**Run 1: placement by cell class**

Scale bar: 20 µm. Fill, decap, tap and diode cells in gray.
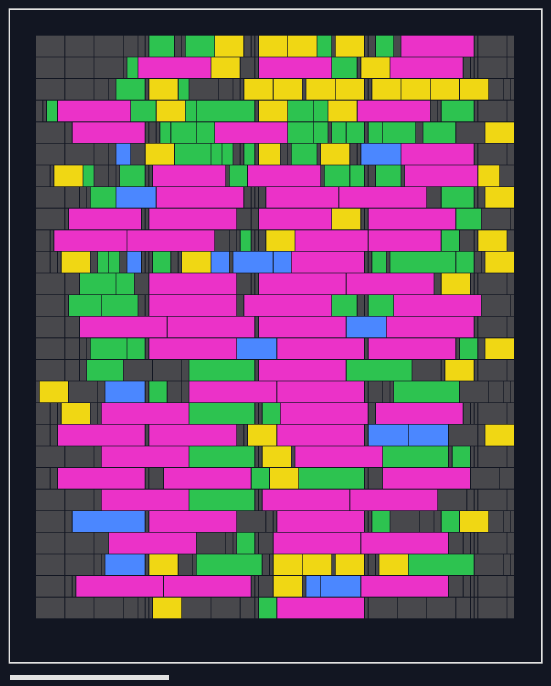
**Run 1: floorplan with the power grid**

Pins as bars on the die edge. Tap cells in gray.
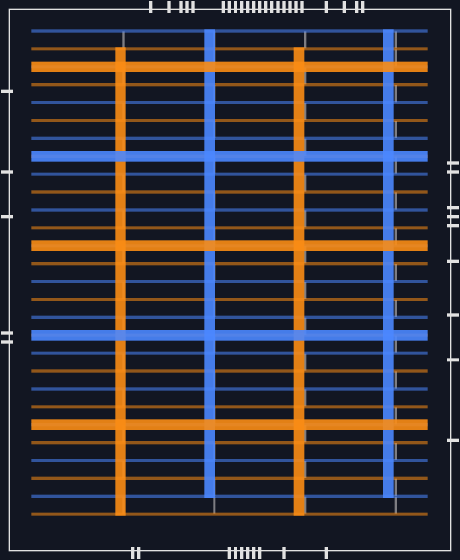
**Run 1: clock distribution**

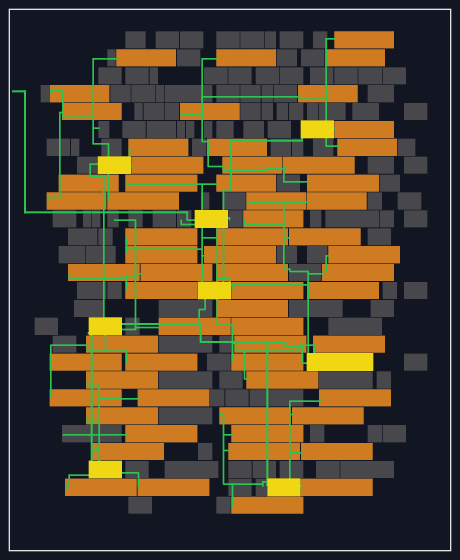
**Run 1: signal wires on met2**

Scale bar: 20 µm.
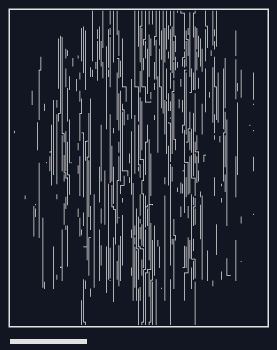
## src/rtl/alu_pkg.sv

```systemverilog
// Shared ALU definitions: op codes, command payload and the op legality check.
package alu_pkg;

   localparam int unsigned OP_W  = 3;
   localparam int unsigned ALU_W = 4;

   typedef enum logic [OP_W-1:0] {
      OP_ADD = 3'b000,
      OP_SUB = 3'b001,
      OP_AND = 3'b010,
      OP_OR  = 3'b011,
      OP_XOR = 3'b100
   } op_e;

   // Default-width command payload; wrappers with another width declare their own.
   typedef struct packed {
      logic [ALU_W-1:0] a;
      logic [ALU_W-1:0] b;
      logic [OP_W-1:0]  op;
   } alu_cmd_t;

   // Codes 101..111 are undefined for the ALU.
   function automatic logic is_legal_op(input logic [OP_W-1:0] op);
      return op <= OP_W'(OP_XOR);
   endfunction

endpackage

```

## src/rtl/sync_fifo.sv

```systemverilog
// Synchronous FIFO with occupancy count.
// Ports: clk/rst (async active-high), push_i/pop_i strobes, wdata_i,
//        rdata_o (head entry), full_o, empty_o, count_o (occupancy).
// Push while full and pop while empty are ignored.
module sync_fifo #(
   parameter int unsigned DATA_W = 8,
   parameter int unsigned DEPTH  = 4
) (
   input  logic                         clk,
   input  logic                         rst,
   input  logic                         push_i,
   input  logic                         pop_i,
   input  logic [DATA_W-1:0]            wdata_i,
   output logic [DATA_W-1:0]            rdata_o,
   output logic                         full_o,
   output logic                         empty_o,
   output logic [$clog2(DEPTH+1)-1:0]   count_o
);

   localparam int unsigned PTR_W = $clog2(DEPTH);
   localparam int unsigned CNT_W = $clog2(DEPTH+1);

   logic [DATA_W-1:0] mem_q [DEPTH];
   logic [PTR_W-1:0]  wr_ptr_q, wr_ptr_d;
   logic [PTR_W-1:0]  rd_ptr_q, rd_ptr_d;
   logic [CNT_W-1:0]  count_q, count_d;
   logic              do_push, do_pop;

   assign full_o  = (count_q == CNT_W'(DEPTH));
   assign empty_o = (count_q == '0);
   assign count_o = count_q;
   assign rdata_o = mem_q[rd_ptr_q];

   assign do_push = push_i && !full_o;
   assign do_pop  = pop_i && !empty_o;

   // Pointer/count next state; DEPTH is a power of 2 so pointers wrap naturally.
   always_comb begin
      wr_ptr_d = wr_ptr_q;
      rd_ptr_d = rd_ptr_q;
      count_d  = count_q;
      if (do_push) wr_ptr_d = wr_ptr_q + PTR_W'(1);
      if (do_pop)  rd_ptr_d = rd_ptr_q + PTR_W'(1);
      unique case ({do_push, do_pop})
         2'b10:   count_d = count_q + CNT_W'(1);
         2'b01:   count_d = count_q - CNT_W'(1);
         default: count_d = count_q;
      endcase
   end

   always_ff @(posedge clk or posedge rst) begin
      if (rst) begin
         wr_ptr_q <= '0;
         rd_ptr_q <= '0;
         count_q  <= '0;
      end else begin
         wr_ptr_q <= wr_ptr_d;
         rd_ptr_q <= rd_ptr_d;
         count_q  <= count_d;
      end
   end

   // Storage needs no reset: entries are only read once count says they are valid.
   always_ff @(posedge clk) begin
      if (do_push) mem_q[wr_ptr_q] <= wdata_i;
   end

endmodule

```

## src/rtl/alu_issue_stage.sv

```systemverilog
// Issue stage in front of the combinational ALU.
// Ports: clk/rst (async active-high); in_* command valid/ready channel;
//        alu_a/alu_b/alu_op drive the ALU from the FIFO head (zero when empty);
//        alu_y/alu_zero/alu_carry return the ALU response; out_* registered
//        result valid/ready channel with op and illegal-op flag; count = FIFO fill.
module alu_issue_stage
   import alu_pkg::*;
#(
   parameter int unsigned W     = 4,
   parameter int unsigned DEPTH = 4
) (
   input  logic                         clk,
   input  logic                         rst,
   input  logic                         in_valid,
   output logic                         in_ready,
   input  logic [W-1:0]                 in_a,
   input  logic [W-1:0]                 in_b,
   input  logic [2:0]                   in_op,
   output logic [W-1:0]                 alu_a,
   output logic [W-1:0]                 alu_b,
   output logic [2:0]                   alu_op,
   input  logic [W-1:0]                 alu_y,
   input  logic                         alu_zero,
   input  logic                         alu_carry,
   output logic                         out_valid,
   input  logic                         out_ready,
   output logic [W-1:0]                 out_y,
   output logic                         out_zero,
   output logic                         out_carry,
   output logic [2:0]                   out_op,
   output logic                         out_err,
   output logic [$clog2(DEPTH+1)-1:0]   count
);

   typedef struct packed {
      logic [W-1:0]    a;
      logic [W-1:0]    b;
      logic [OP_W-1:0] op;
   } cmd_t;

   localparam int unsigned CMD_W = $bits(cmd_t);

   cmd_t       wr_cmd, head_cmd;
   logic       fifo_full, fifo_empty;
   logic       push, pop, head_legal;

   logic       ready_en_q;
   logic       out_valid_q, out_valid_d;
   logic [W-1:0] out_y_q, out_y_d;
   logic       out_zero_q, out_zero_d;
   logic       out_carry_q, out_carry_d;
   logic [2:0] out_op_q, out_op_d;
   logic       out_err_q, out_err_d;

   assign wr_cmd = {in_a, in_b, in_op};

   sync_fifo #(
      .DATA_W (CMD_W),
      .DEPTH  (DEPTH)
   ) u_fifo (
      .clk     (clk),
      .rst     (rst),
      .push_i  (push),
      .pop_i   (pop),
      .wdata_i (wr_cmd),
      .rdata_o (head_cmd),
      .full_o  (fifo_full),
      .empty_o (fifo_empty),
      .count_o (count)
   );

   // ready_en_q keeps in_ready low through reset and the first edge after it.
   assign in_ready   = ready_en_q && !fifo_full;
   assign push       = in_valid && in_ready;
   assign pop        = !fifo_empty && (!out_valid_q || out_ready);
   assign head_legal = is_legal_op(head_cmd.op);

   assign alu_a  = fifo_empty ? '0 : head_cmd.a;
   assign alu_b  = fifo_empty ? '0 : head_cmd.b;
   assign alu_op = fifo_empty ? '0 : head_cmd.op;

   // Output register: capture on pop, clear valid when drained without refill.
   always_comb begin
      out_valid_d = out_valid_q;
      out_y_d     = out_y_q;
      out_zero_d  = out_zero_q;
      out_carry_d = out_carry_q;
      out_op_d    = out_op_q;
      out_err_d   = out_err_q;
      if (pop) begin
         out_valid_d = 1'b1;
         out_op_d    = head_cmd.op;
         out_err_d   = !head_legal;
         out_y_d     = head_legal ? alu_y     : '0;
         out_zero_d  = head_legal ? alu_zero  : 1'b0;
         out_carry_d = head_legal ? alu_carry : 1'b0;
      end else if (out_valid_q && out_ready) begin
         out_valid_d = 1'b0;
      end
   end

   always_ff @(posedge clk or posedge rst) begin
      if (rst) begin
         ready_en_q  <= 1'b0;
         out_valid_q <= 1'b0;
         out_y_q     <= '0;
         out_zero_q  <= 1'b0;
         out_carry_q <= 1'b0;
         out_op_q    <= '0;
         out_err_q   <= 1'b0;
      end else begin
         ready_en_q  <= 1'b1;
         out_valid_q <= out_valid_d;
         out_y_q     <= out_y_d;
         out_zero_q  <= out_zero_d;
         out_carry_q <= out_carry_d;
         out_op_q    <= out_op_d;
         out_err_q   <= out_err_d;
      end
   end

   assign out_valid = out_valid_q;
   assign out_y     = out_y_q;
   assign out_zero  = out_zero_q;
   assign out_carry = out_carry_q;
   assign out_op    = out_op_q;
   assign out_err   = out_err_q;

endmodule

```

## config.mk

```make
export PLATFORM = sky130hd
export DESIGN_NAME = alu_issue_stage
export DESIGN_NICKNAME = d
export VERILOG_FILES = /design/src/rtl/alu_pkg.sv /design/src/rtl/sync_fifo.sv /design/src/rtl/alu_issue_stage.sv
export SDC_FILE = /design/constraint.sdc
export NUM_CORES = 1
export LEC_CHECK = 0
export CAP_MARGIN = 30
export CORE_ASPECT_RATIO = 1.25
export CORE_MARGIN = 3
export CORE_UTILIZATION = 55
export DETAILED_ROUTE_END_ITERATION = 12
export PLACE_DENSITY = 0.9
export SETUP_SLACK_MARGIN = 0.05
export SLEW_MARGIN = 20
export SYNTH_ARGS = -nofsm -noshare
export SYNTH_HDL_FRONTEND = slang
export SYNTH_SLANG_ARGS = --single-unit
```

## constraint.sdc

```tcl
create_clock -name clk -period 3.2 [get_ports clk]
set_clock_uncertainty 0.15 [all_clocks]
set_input_delay 0.48 -clock clk [delete_from_list [all_inputs] [get_ports clk]]
set_output_delay 0.48 -clock clk [all_outputs]
set_load 0.01 [all_outputs]
```

==> flow_summary_export.csv, run 1 <==
group,metric,value,unit
drt,top_layer,"met4",
finish,mostFrequentLayoutCell,"clkdlybuf4s50_1",
clock_tree,path_clk_slew,0.07,ns
final_timing,hold_violations,0,
pwr,power.density,921,mW/mm²
drt,ant_nets,0,
die,io_pins,47,
grt,grt_use_met3,0.0698,
critical_path,worstReg2RegEnd,"u_fifo.count_o[2]$_DFFE_PP0P_",
clock_tree,cts_root_buf,"clkbuf_8",
critical_path,slowest_stage,"or3_1",
critical_path,rr_startpoint,"u_fifo.count_o[0]$_DFFE_PP0P_",
drt,wl_per_cell,18.5,µm
critical_path,arrival,2.21,ns
synth,synth_cell_types,23,
final_timing,fin_hold_ws,0.343,ns
drt,route.detailed.drc,0,
die,die_width,66.9,µm
clock_tree,post_cts_resized,0,
synth,yosys_area,0.00255,mm²
run,cap_violations,0,
synth,synthAdderAreaFrac,0.0324,
worst_hold_path,hold-path-cell-count,1,
worst_hold_path,hold_start,"out_y[2]$_DFFE_PP0P_",
synth,simple_gate_share,0.0609,
synth,syn-num-nets,171,
grt,top_usage_layer,"met2",
finish,final.fill_count,268,
final_timing,worstMarginPinSlew,0.717,ns
final_timing,finalSetupViolations,0,
drt,route.met3.wl,208,µm
synth,edf_count,44,
finish,logic_area,688,µm²
finish,ff_latch_area,0.00180,mm²
grt,grt_pass1_wl,7510,µm
critical_path,end_kind,"output port",
critical_path,path_max_fanout,20,
critical_path,crit_family,"simple AND/OR/NAND/NOR gates",
run,warnings,29,
clock_tree,post_cts_buffers,0,
die,core,0.00443,mm²
grt,first_global_vias,1591,
critical_path,startpoint,"u_fifo.count_o[0]$_DFFE_PP0P_",
critical_path,crit_cells,3,
grt,grt_usage,0.198,
finish,syn_to_final_growth,27.9,%
drt,viasPerCell,5.42,
worst_hold_path,min_delay_worst_endpoint,"out_y[2]$_DFFE_PP0P_",
drt,drt_pass1_iterations,4,
grt,grt_max_degree,21,
final_timing,tns,0,ns
synth,synthTopCellsByArea,"edfxtp_1 (52%), dfrtp_1 (19%), mux4_2 (9.7%), and2_1 (3.7%), ha_1 (2.5%)",
synth,ys_cells,144,
place,port_buffers,46,
critical_path,rrSetupSlack,0.70,ns
worst_hold_path,hold_class,"register to register",
synth,synthMostInstantiatedCell,"edfxtp_1",
final_timing,rsz0062_at_grt,"no",
critical_path,critPathBufInv,1,
synth,ys_ff,63,
critical_path,crit_path_max_incr_delay,0.68,ns
die,fp.dieH,82.1,µm
synth,yosysSeqAreaShare,0.706,
synth,yosysWarnings,0,
clock_tree,clk_latency,0.34,ns
die,dieArea,0.00549,mm²
clock_tree,cts_made_buffers,9,
synth,syn_inst,144,
grt,use_met1,0.209,
synth,compound_area_frac,0.0314,
finish,layout-drive-gt1-share,0.173,
place,hpwl,3270,µm
critical_path,r2r_cells,9,
critical_path,criticalPathCategory,"register to output port",
synth,flop_cell,"edfxtp_1",
synth,synth_area_per_cell,17.7,µm²
drt,wl_met2,2720,µm
final_timing,max_slew_margin,0.522,
critical_path,start_kind,"register",
synth,top_logic_kind,"multiplexers",
clock_tree,cts_tree,"yes",
place,finalWeightedCongestion,0.807,
synth,syn_area,0.00255,mm²
clock_tree,cts.sinks,63,
pwr,power.total,3.00,mW
clock_tree,ctsHoldBuffers,0,
finish,largest_reg_flops,44,
synth,synth-async-reset-ratio,0.302,
final_timing,fin_crit_sh,0.889,
grt,antenna_found_initial,0,
pwr,ir_worst_vdd,0.433,mV
grt,overflow,0,
clock_tree,htreeDepth,3,
final_timing,min_period,2.84,ns
drt,drt_iter0_drc,61,
final_timing,fmax,0.352,GHz
finish,diodes,0,
finish,final_nets,224,
synth,xor_share,0.0206,
synth,netlist.area_leader.share,0.519,
outcome,outcome,"finished clean",
synth,synth.largest_area_cell,"edfxtp_1",
critical_path,critPathCapture,"alu_a[3]",
pwr,power_leakage,1.20,nW
finish,largest-register,"u_fifo.mem_q",
clock_tree,clock_path_buffers,2,
critical_path,crit_required,2.57,ns
synth,mux_area_frac,0.123,
synth,top_cells_by_count,"edfxtp_1 (44), dfrtp_1 (19), and2_1 (15)",
drt,wl_met1,1730,µm
finish,mostFrequentLayoutCells,"clkdlybuf4s50_1 (46), edfxtp_1 (44), dfrtp_1 (19)",
die,fp_util,0.575,
final_timing,slew_violations,0,
critical_path,crit_path_cell_trace,"or3_1 > and2_1 > clkdlybuf4s50_1",
About 'placement by cell class':
[yellow] other buffers and delay cells | cells: 48 | share of their area: 15%
[magenta] flops | cells: 63 | share of their area: 56%
[blue] clock drivers and dummy loads | cells: 16 | share of their area: 6.0%
[green] combinational and other logic | cells: 75 | share of their area: 23%
num rows: 27
sequential share of cell area: 0.552
Final Core Density: 0.736

About 'floorplan with the power grid':
[orange] VSS
[blue] VDD
met1 rails: 28
tap cells: 58
signal pins: 47
met5 straps: 5

About 'clock distribution':
[yellow] clock drivers | count: 9
[orange] flip-flops | count: 63
[green] clock wires | length: 708 µm
routed clock nets: 10

About 'signal wires on met2':
wire length on this layer: 2,720 µm
main direction: vertical
share of all routed wire: 57%
longest straight run: 31.3 µm
met2 usage: 0.340
Via Count: 1,409
Post-Route WL: 4800 µm

run 1: layout make-up:
cell class                      instances  share of cell area
Clock buffer                           11              0.0499
Clock inverter                          5             0.00845
Inverter                                9              0.0104
Multi-Input combinational cell         66               0.211
Sequential cell                        63               0.552
Tap cell                               58              0.0223
Timing Repair Buffer                   48               0.146
run 1: power breakdown:
part / switching [mW] / internal [mW]
registers: 0.115 / 1.05
logic: 0.514 / 0.673
clock network: 0.301 / 0.346
total: 0.930 / 2.07
run 1: per-stage QoR:
step	instance area [µm²]	cells	setup WS, ns
6_report	3260	260	0.356
4_1_cts	3260	260	0.338
3_3_place_gp	3070	244	0.623
3_5_place_dp	3070	244	0.499
2_1_floorplan	2550	144	0.984
5_1_grt	3260	260	0.276
==> run 2: changes to the inputs <==
--- a/config.mk
+++ b/config.mk
@@ -10,6 +10,7 @@
 export CORE_MARGIN = 3
 export CORE_UTILIZATION = 55
 export DETAILED_ROUTE_END_ITERATION = 12
+export GPL_ROUTABILITY_DRIVEN = 0
 export PLACE_DENSITY = 0.9
 export SETUP_SLACK_MARGIN = 0.05
 export SLEW_MARGIN = 20
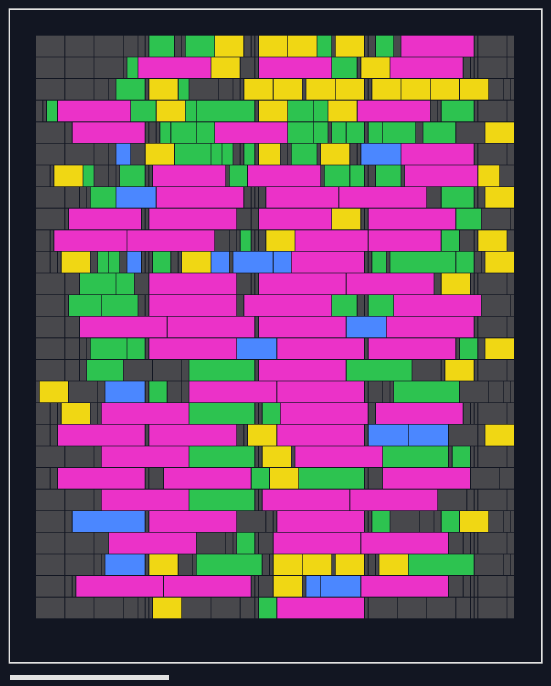
**Above:** run 2 (placement by cell class).
Scale bar: 20 µm. Fill, decap, tap and diode cells in gray.
[green] combinational and other logic | cells: 75 | share of their area: 23%
[blue] clock drivers and dummy loads | cells: 16 | share of their area: 6.0%
[magenta] flops | cells: 63 | share of their area: 56%
[yellow] other buffers and delay cells | cells: 48 | share of their area: 15%

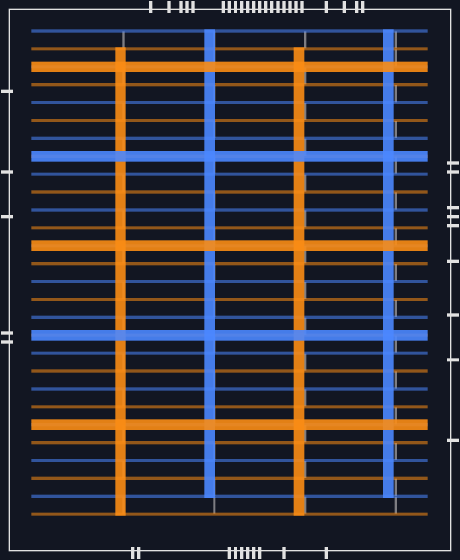
**Above:** run 2 (floorplan with the power grid).
Pins as bars on the die edge. Tap cells in gray.
[blue] VDD
[orange] VSS
rows: 27
met4 straps: 4
tap cells: 58
met5 straps: 5

==> run 2 against run 1 <==
Via count did not move. Final area unchanged. Synthesized cell count did not move. Combinational power is essentially flat. Critical endpoint unchanged. Largest power group unchanged.
==> flow_summary_export.csv, run 2 <==
group,metric,value,unit
synth,mux_area_frac,0.123,
finish,nonClkBufAreaFrac,0.146,
drt,ant_nets,0,
pwr,seq-power,1.16,mW
final_timing,worstMarginPinSlew,0.717,ns
final_timing,fin_crit_sh,0.889,
synth,synthMostInstantiatedCell,"edfxtp_1",
finish,largest_class,"sequential cells",
finish,sh_seq_area,0.552,
synth,edf_count,44,
final_timing,min_period,2.84,ns
pwr,power_leakage,1.20,nW
drt,drt_pass1_iterations,4,
grt,grt_usage,0.198,
clock_tree,cts_root_buf,"clkbuf_8",
critical_path,slowest_stage,"or3_1",
final_timing,tns,0,ns
clock_tree,clock_path_buffers,2,
grt,first_global_vias,1591,
synth,netlist.area_leader.share,0.519,
finish,buffers,48,
final_timing,setup_slack,0.356,ns
finish,layout-drive-gt1-share,0.173,
critical_path,critPathCapture,"alu_a[3]",
worst_hold_path,hold_class,"register to register",
pwr,ir_worst_vdd,0.433,mV
drt,route.met3.wl,208,µm
critical_path,path_max_fanout,20,
clock_tree,post_cts_resized,0,
clock_tree,cts_made_buffers,9,
final_timing,slew_violations,0,
drt,wl_met1,1730,µm
clock_tree,ctsHoldBuffers,0,
finish,logic_area,688,µm²
critical_path,crit_path_cell_trace,"or3_1 > and2_1 > clkdlybuf4s50_1",
die,fp.dieH,82.1,µm
finish,fin_area,0.00326,mm²
synth,syn-num-nets,171,
synth,compound_area_frac,0.0314,
finish,utilization,0.736,
critical_path,crit_cells,3,
finish,mostFrequentLayoutCells,"clkdlybuf4s50_1 (46), edfxtp_1 (44), dfrtp_1 (19)",
synth,syn_inst,144,
die,tap_cells,58,
drt,wl_met2,2720,µm
drt,top_layer,"met4",
synth,top_logic_kind,"multiplexers",
drt,finalWirelength,4800,µm
die,die_width,66.9,µm
finish,flop-count,63,
finish,nClkBuffers,11,
drt,route.detailed.drc,0,
synth,ys_ff,63,
place,placed_area,0.00307,mm²
critical_path,startpoint,"u_fifo.count_o[0]$_DFFE_PP0P_",
synth,flop_cell,"edfxtp_1",
synth,yosysSeqAreaShare,0.706,
die,rows,27,
finish,comb_share,0.211,
pwr,power.total,3.00,mW
final_timing,fmax,0.352,GHz
run,cap_violations,0,
outcome,outcome,"finished clean",
drt,wl_per_cell,18.5,µm
clock_tree,cts.sinks,63,
finish,comb_cells,66,
finish,syn_to_final_growth,27.9,%
synth,top_cells_by_count,"edfxtp_1 (44), dfrtp_1 (19), and2_1 (15)",
finish,final-clk-cell-share,0.0584,
grt,grt_max_degree,21,
synth,xor_share,0.0206,
finish,diodes,0,
pwr,pwr-share-comb,0.396,
final_timing,finalSetupViolations,0,
synth,synth_cell_types,23,
place,dp.cells,244,
pwr,p_comb,1.19,mW
synth,synthAdderAreaFrac,0.0324,
finish,largest-register,"u_fifo.mem_q",
drt,vias,1409,
synth,synthTopCellsByArea,"edfxtp_1 (52%), dfrtp_1 (19%), mux4_2 (9.7%), and2_1 (3.7%), ha_1 (2.5%)",
clock_tree,htreeDepth,3,
grt,top_usage_layer,"met2",
critical_path,rrSetupSlack,0.70,ns
grt,antenna_found_initial,0,
pwr,power.density,921,mW/mm²
place,post-place-ws,0.499,ns
critical_path,rr_startpoint,"u_fifo.count_o[0]$_DFFE_PP0P_",
grt,grt_use_met3,0.0698,
pwr,p_clk,647,µW
final_timing,hold_violations,0,
synth,syn_area,0.00255,mm²
pwr,swShare,0.310,
synth,ys_cells,144,
critical_path,crit_path_max_incr_delay,0.68,ns
finish,ff_latch_area,0.00180,mm²
critical_path,criticalPathCategory,"register to output port",
die,fp_util,0.575,
synth,simple_gate_share,0.0609,
run,warnings,29,
synth,synth.largest_area_cell,"edfxtp_1",
place,hpwl,3270,µm
critical_path,crit_family,"simple AND/OR/NAND/NOR gates",
die,dieArea,0.00549,mm²
finish,inverters,9,
pwr,seq_power_share,0.389,
grt,grtUsageMet2,0.340,
critical_path,r2r_cells,9,
drt,drt_iter0_drc,61,
pwr,p_sw,930,µW
grt,grt_pass1_wl,7510,µm
synth,yosysWarnings,0,
clock_tree,clk_latency,0.34,ns
pwr,top_power_group,"combinational logic",
finish,mostFrequentLayoutCell,"clkdlybuf4s50_1",
clock_tree,post_cts_buffers,0,
critical_path,crit_required,2.57,ns
critical_path,end_kind,"output port",
place,port_buffers,46,
final_timing,rsz0062_at_grt,"no",
synth,synth-async-reset-ratio,0.302,
synth,yosys_area,0.00255,mm²
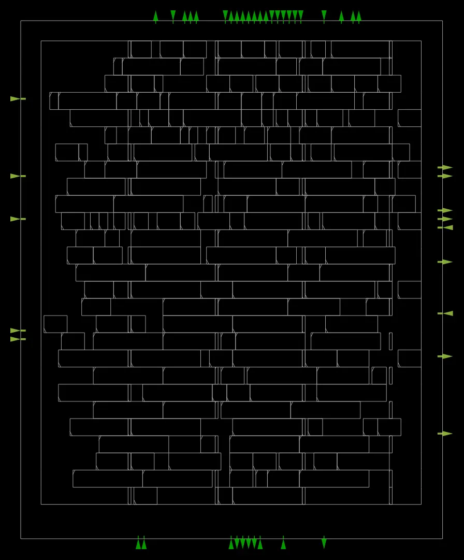
**Above:** run 2 (placement view).
filler cell count: 268
non-filler cells, final: 260
core region area: 0.00443 mm²

[run 2: cell counts after synthesis]
No cell type changed its count.
[run 2: how the worst min path moves through the flow]
| stage | slack (ns) | to | start |
|---|---|---|---|
| global route | 0.37 | out_op[0]$_DFFE_PP0P_ | out_op[0]$_DFFE_PP0P_ |
| global placement | 0.33 | out_y[2]$_DFFE_PP0P_ | out_y[2]$_DFFE_PP0P_ |
| detailed placement | 0.33 | out_y[2]$_DFFE_PP0P_ | out_y[2]$_DFFE_PP0P_ |
| finish | 0.34 | out_y[2]$_DFFE_PP0P_ | out_y[2]$_DFFE_PP0P_ |
| floorplan | 0.28 | out_carry$_DFFE_PP0P_ | rst |
| CTS | 0.35 | out_y[2]$_DFFE_PP0P_ | out_y[2]$_DFFE_PP0P_ |
Power figures rest on the tool's default switching activity, not on a simulated workload.
